File: config.mk
export PLATFORM = sky130hd
export DESIGN_NAME = rf_writeback_arbiter
export DESIGN_NICKNAME = d
export VERILOG_FILES = /design/src/rtl/rf_writeback_arbiter.sv
export SDC_FILE = /design/constraint.sdc
export NUM_CORES = 1
export LEC_CHECK = 0
export CORE_ASPECT_RATIO = 1.75
export CORE_MARGIN = 3
export CORE_UTILIZATION = 57
export CTS_BUF_LIST = sky130_fd_sc_hd__clkbuf_4
export CTS_CLUSTER_DIAMETER = 150
export DETAILED_ROUTE_END_ITERATION = 6
export PLACE_DENSITY = 0.91
export SYNTH_ARGS = -nofsm -noshare
export SYNTH_HDL_FRONTEND = slang
export SYNTH_SLANG_ARGS = --single-unit
File: constraint.sdc
create_clock -name clk -period 6.03 [get_ports clk]
set_input_delay 1.206 -clock clk [delete_from_list [all_inputs] [get_ports clk]]
set_output_delay 1.206 -clock clk [all_outputs]
set_load 0.05 [all_outputs]
File: src/rtl/rf_writeback_arbiter.sv
// rf_writeback_arbiter
//
// Purpose: owns the single register-file write port and shares it between
// the ALU and the load/store unit using a valid/ready handshake with
// round-robin arbitration. Also keeps a per-register pending bit (set by
// the issue stage, cleared when the producing write is granted) and answers
// busy queries for the two issue-stage source operands.
//
// Handshake: a transfer happens in any cycle where valid && ready. ready is
// combinational from the two valid inputs and the round-robin pointer only;
// a requester holds addr/data stable while valid && !ready.
//
// Ports:
//   clk, rst                 clock, synchronous active-low reset
//   alu_valid/ready/addr/data ALU writeback request and grant
//   lsu_valid/ready/addr/data LSU writeback request and grant
//   rf_we/rf_waddr/rf_wdata  registered register-file write port
//   alloc_valid/alloc_addr   issue stage marks a destination pending
//   query_addr1/2, busy1/2   source operand pending lookups
//   alloc_conflict           sticky: allocation to an already-pending register
module rf_writeback_arbiter #(
    parameter int ADDR_W   = 5,
    parameter int DATA_W   = 8,
    parameter int NUM_REGS = 32
) (
    input  logic              clk,
    input  logic              rst,
    input  logic              alu_valid,
    output logic              alu_ready,
    input  logic [ADDR_W-1:0] alu_addr,
    input  logic [DATA_W-1:0] alu_data,
    input  logic              lsu_valid,
    output logic              lsu_ready,
    input  logic [ADDR_W-1:0] lsu_addr,
    input  logic [DATA_W-1:0] lsu_data,
    output logic              rf_we,
    output logic [ADDR_W-1:0] rf_waddr,
    output logic [DATA_W-1:0] rf_wdata,
    input  logic              alloc_valid,
    input  logic [ADDR_W-1:0] alloc_addr,
    input  logic [ADDR_W-1:0] query_addr1,
    input  logic [ADDR_W-1:0] query_addr2,
    output logic              busy1,
    output logic              busy2,
    output logic              alloc_conflict
);

    // Round-robin pointer: 0 names the ALU, 1 names the LSU.
    logic                r_ptr;
    logic [NUM_REGS-1:0] r_pending;

    logic                w_alu_gnt;
    logic                w_lsu_gnt;
    logic                w_gnt;
    logic [ADDR_W-1:0]   w_addr;
    logic [DATA_W-1:0]   w_data;
    logic                w_wr;
    logic                w_alloc;
    logic [NUM_REGS-1:0] w_pending_next;

    // The pointer only matters when both request at once.
    assign w_alu_gnt = alu_valid && (!lsu_valid || !r_ptr);
    assign w_lsu_gnt = lsu_valid && (!alu_valid ||  r_ptr);
    assign w_gnt     = w_alu_gnt || w_lsu_gnt;
    assign w_addr    = w_alu_gnt ? alu_addr : lsu_addr;
    assign w_data    = w_alu_gnt ? alu_data : lsu_data;

    assign alu_ready = w_alu_gnt;
    assign lsu_ready = w_lsu_gnt;

    // Register 0 is hardwired: its transfers are consumed but never written
    // and it is never tracked as pending.
    assign w_wr    = w_gnt && (w_addr != '0);
    assign w_alloc = alloc_valid && (alloc_addr != '0);

    // Clear for the committing write first, then set for the allocation, so
    // a same-cycle allocation to the same register (new producer) wins.
    always_comb begin
        w_pending_next = r_pending;
        if (w_wr) begin
            w_pending_next[w_addr] = 1'b0;
        end
        if (w_alloc) begin
            w_pending_next[alloc_addr] = 1'b1;
        end
    end

    // No bypass: busy reflects the registered bits, so it drops the cycle
    // after the grant, together with the register-file write.
    assign busy1 = (query_addr1 != '0) && r_pending[query_addr1];
    assign busy2 = (query_addr2 != '0) && r_pending[query_addr2];

    always_ff @(posedge clk) begin
        if (!rst) begin
            rf_we          <= 1'b0;
            rf_waddr       <= '0;
            rf_wdata       <= '0;
            r_ptr          <= 1'b0;
            r_pending      <= '0;
            alloc_conflict <= 1'b0;
        end else begin
            rf_we <= w_wr;
            // Address/data only move on a real write; otherwise they hold.
            if (w_wr) begin
                rf_waddr <= w_addr;
                rf_wdata <= w_data;
            end
            // Contended grant always goes to the pointer; hand priority over.
            if (alu_valid && lsu_valid) begin
                r_ptr <= ~r_ptr;
            end
            if (w_alloc && r_pending[alloc_addr]) begin
                alloc_conflict <= 1'b1;
            end
            r_pending <= w_pending_next;
        end
    end

endmodule
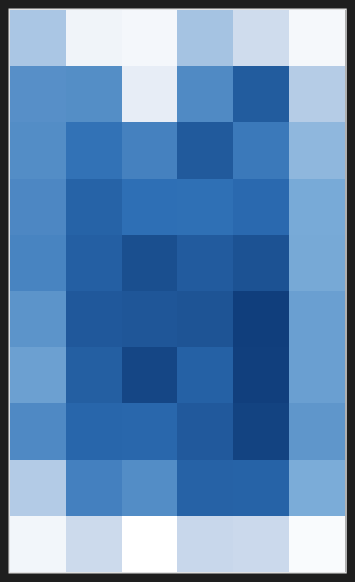
Fig. 1. Local utilization (run 1).
The die is cut into 6 by 10 equal tiles; white is low, dark blue is high, 0 to 100% covered.
tiles over 75% full: 37%
nearly empty tiles: 1.7%
mean over tiles: 59%
densest ninth of the die: centre
fullest tile: 94%

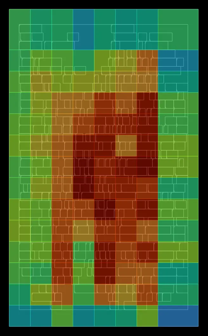
Fig. 2. Routing congestion map (run 1).
global-route total usage across every layer: 29.3%
Top Usage Layer GRT: met2
Post-Route Utilization: 74.3%
GRT met2 Usage: 50.5%

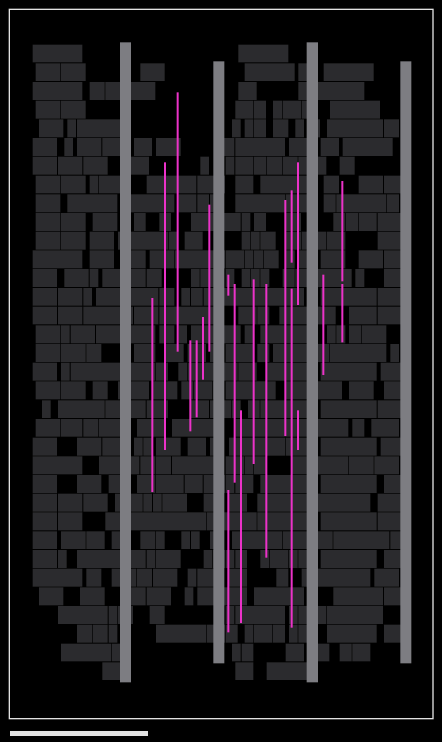
Fig. 3. Metal 4 (run 1).
The bar under the picture is 20 um long. Supply wires on this layer in grey.
main direction: vertical
share of all routed wire: 5.5%
nets with wire on the layer: 19
wire length on this layer: 464 um
longest straight run: 49.0 um
vias: 2864
drt total wl: 8510 um

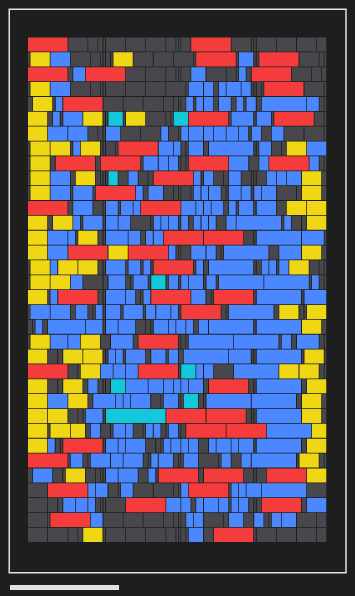
Fig. 4. Placement by cell class (run 1).
The bar under the picture is 20 um long. Fill, decap, tap and diode cells in grey.
legend:
  yellow:
    class: other buffers and delay cells
    cells: 66
  blue:
    class: all other logic
    cells: 255
  cyan:
    class: clock drivers and dummy loads
    cells: 8
  red:
    class: flip-flops
    cells: 48
Rows: 34
fraction of area in registers: 25.5%
Core Region: 5060 um^2
design area: 3760 um^2

==> impl_metrics.csv, run 1 <==
group,metric,value,unit
layout,final_nets,422,
pwr,switchingPower,0.000217,W
critical_path,critical_path_cell_count,5,
critical_path,worst-r2r-cell-count,5,
detailed_routing,drt-initial-drc-count,213,
cts,cts-buffers-inserted,5,
pwr,comb_power,0.000187,W
logic_synthesis,ys_top_cells_by_area,"dfxtp_1 (31%), mux4_2 (18%), a21boi_0 (8.1%)",
pwr,p_comb_share,26.0,%
critical_path,critPathKind,"in2out",
critical_path,critPathMaxStageDelay,0.79,ns
logic_synthesis,synth-edff-count,0,
layout,top_regs,"r_pending (32), rf_wdata (8), rf_waddr (5)",
layout,clkbuf_count,6,
final_timing,min_period_over_period,86.5,%
pwr,clkPwrFrac,27.3,%
final_timing,setup_ws,0.813,ns
die,fp.dieW,61.4,um
layout,clock_area_share,2.13,%
pwr,power_leader,"registers",
critical_path,critical_path.cell_chain,"clkdlybuf4s50_1 -> mux4_2 -> mux4_2 -> mux2_2 -> clkdlybuf4s50_1",
logic_synthesis,synth_dominant_cell_count,"nand2_1",
final_timing,rsz0062_at_grt,"no",
critical_path,r2r_end,"rf_wdata[4]",
run_status,status,"finished clean",
critical_path,critPathMaxFanout,9,
final_timing,finalSetupViolCount,0,
worst_hold_path,hold_depth,1,
layout,sh_comb_area,52.8,%
layout,layout.cells.most_common,"clkdlybuf4s50_1",
logic_synthesis,ys_seq_share,31.4,%
worst_hold_path,hold_end,"r_pending[0]",
logic_synthesis,ys_sh_xor,0.287,%
pwr,powerDensity,191,nW/um^2
critical_path,critPathLaunch,"query_addr2[0]",
place,dpl.cell_count,423,
layout,syn2layout_area_growth,23.1,%
logic_synthesis,synth.area.mux_share,28.6,%
final_timing,fin_crit,5.22,ns
critical_path,critPathSlowestCell,"clkdlybuf4s50_1",
layout,drive_gt1_share,12.5,%
==> run 2: changes to the inputs <==
- CORE_UTILIZATION: 57 -> 53
- GPL_ROUTABILITY_DRIVEN: default -> 0
- PLACE_DENSITY: 0.91 -> 0.86
- TNS_END_PERCENT: default -> 10
- clock period: 6.03 -> 5.25 ns (I/O delays scaled with it)
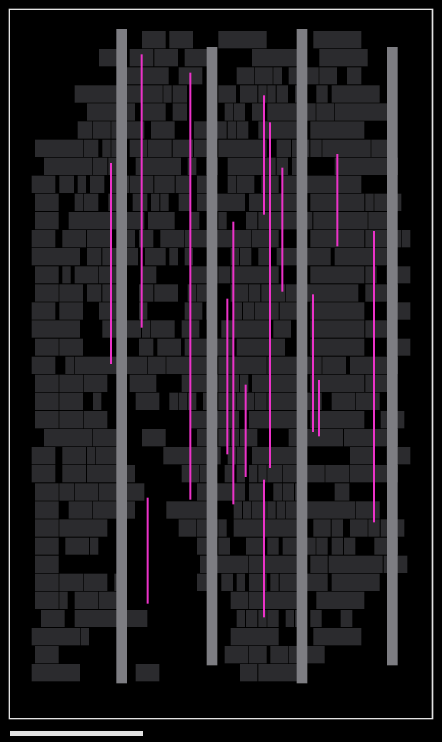
Fig. 5. Metal 4 (run 2).
The bar under the picture is 20 um long. Supply wires on this layer in grey.
longest straight run: 63.9 um
share of all routed wire: 5.0%
drt total wl: 8530 um
vias: 2823

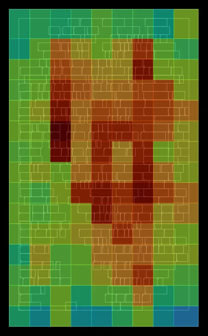
Fig. 6. Routing congestion map (run 2).
Post-Route Utilization: 67.9%
global-route total usage across every layer: 26.6%
wire per inst: 18.8 um

==> run 2 against run 1 <==
Utilization is 6.5 points lower. Flip-flop count is the same. First-iteration DRC count down 6.6%. Clock-buffer cell count decreased by 1. Final area grew 0.73%. Routed wire length up 0.21%. Worst setup slack worse by 0.49 ns. Combinational power grew 13%. Critical path type unchanged. Worst hold slack better by 0.011 ns. Synthesized area did not move.
==> impl_metrics.csv, run 2 <==
group,metric,value,unit
run_status,status,"finished clean",
layout,clock_area_share,2.11,%
pwr,switchingPower,0.000256,W
logic_synthesis,synth_dominant_cell_count,"nand2_1",
worst_hold_path,min_from,"r_pending[0]",
logic_synthesis,ys_sh_xor,0.287,%
layout,top_regs,"r_pending (32), rf_wdata (8), rf_waddr (5)",
logic_synthesis,ys_top_cells_by_area,"dfxtp_1 (31%), mux4_2 (18%), a21boi_0 (8.1%)",
pwr,comb_power,0.000212,W
pwr,p_int,0.000570,W
logic_synthesis,ys_seq_share,31.4,%
cts,cts.path.max_buffers,2,
layout,sh_comb_area,52.4,%
final_timing,setup_ws,0.324,ns
layout,final_nets,422,
place,dpl.cell_count,445,
global_routing,busiest_layer,"met2",
layout,n_all_buffers,66,
critical_path,critical_path_cell_count,5,
layout,drive_gt1_share,12.5,%
logic_synthesis,synth-edff-count,0,
pwr,clkPwrFrac,27.5,%
die,rows,36,
layout,fin_area,3790,um^2
critical_path,critPathMaxFanout,9,
final_timing,totalNegativeSetupSlack,0,ns
final_timing,skew,0.00571,ns
layout,largest_cell_class,"logic gates",
cts,hold_buffers,0,
place,placed_cell_area,3710,um^2
critical_path,critPathMaxStageDelay,0.77,ns
die,io-pin-count,65,
layout,layout.cells.most_common,"clkdlybuf4s50_1",
critical_path,critPathKind,"in2out",
critical_path,critPathLaunch,"query_addr1[0]",
layout,syn2layout_area_growth,24.0,%
layout,inverters,3,
critical_path,r2r_end,"r_pending[12]",
global_routing,use_met2,48.7,%
final_timing,timing.fmax,0.203,GHz
layout,clkbuf_count,5,
critical_path,worst-r2r-cell-count,6,
die,fp.dieW,63.4,um
final_timing,finalSetupViolCount,0,
critical_path,critPathSlowestCell,"clkdlybuf4s50_1",
detailed_routing,drt-initial-drc-count,199,
place,place_hpwl,6520,um
critical_path,crit_family,"buffers and inverters",
logic_synthesis,synth_cell_types,35,
worst_hold_path,hold_end,"r_pending[0]",
critical_path,cp-end-kind,"primary output",
detailed_routing,wl_met3,574,um
pwr,power_leader,"registers",
worst_hold_path,hold_depth,1,
logic_synthesis,synth.area.mux_share,28.6,%
layout,seq_share,25.4,%
layout,comb_cells,252,
cts,cts.sinks,48,
pwr,p_comb_share,25.7,%
final_timing,rsz0062_at_grt,"no",
logic_synthesis,syn_area,3060,um^2
critical_path,critical_path.cell_chain,"clkdlybuf4s50_1 -> mux4_2 -> mux4_2 -> mux2_2 -> clkdlybuf4s50_1",
pwr,finalPower,0.000826,W
cts,cts-buffers-inserted,5,
detailed_routing,dr.pass1.iters,4,
die,core_area,5590,um^2
pwr,powerDensity,218,nW/um^2
place,place_ws,0.308,ns
final_timing,min_period_over_period,93.8,%
final_timing,fin_crit,4.93,ns
No activity file was given, so power comes from the tool's default toggle rates.
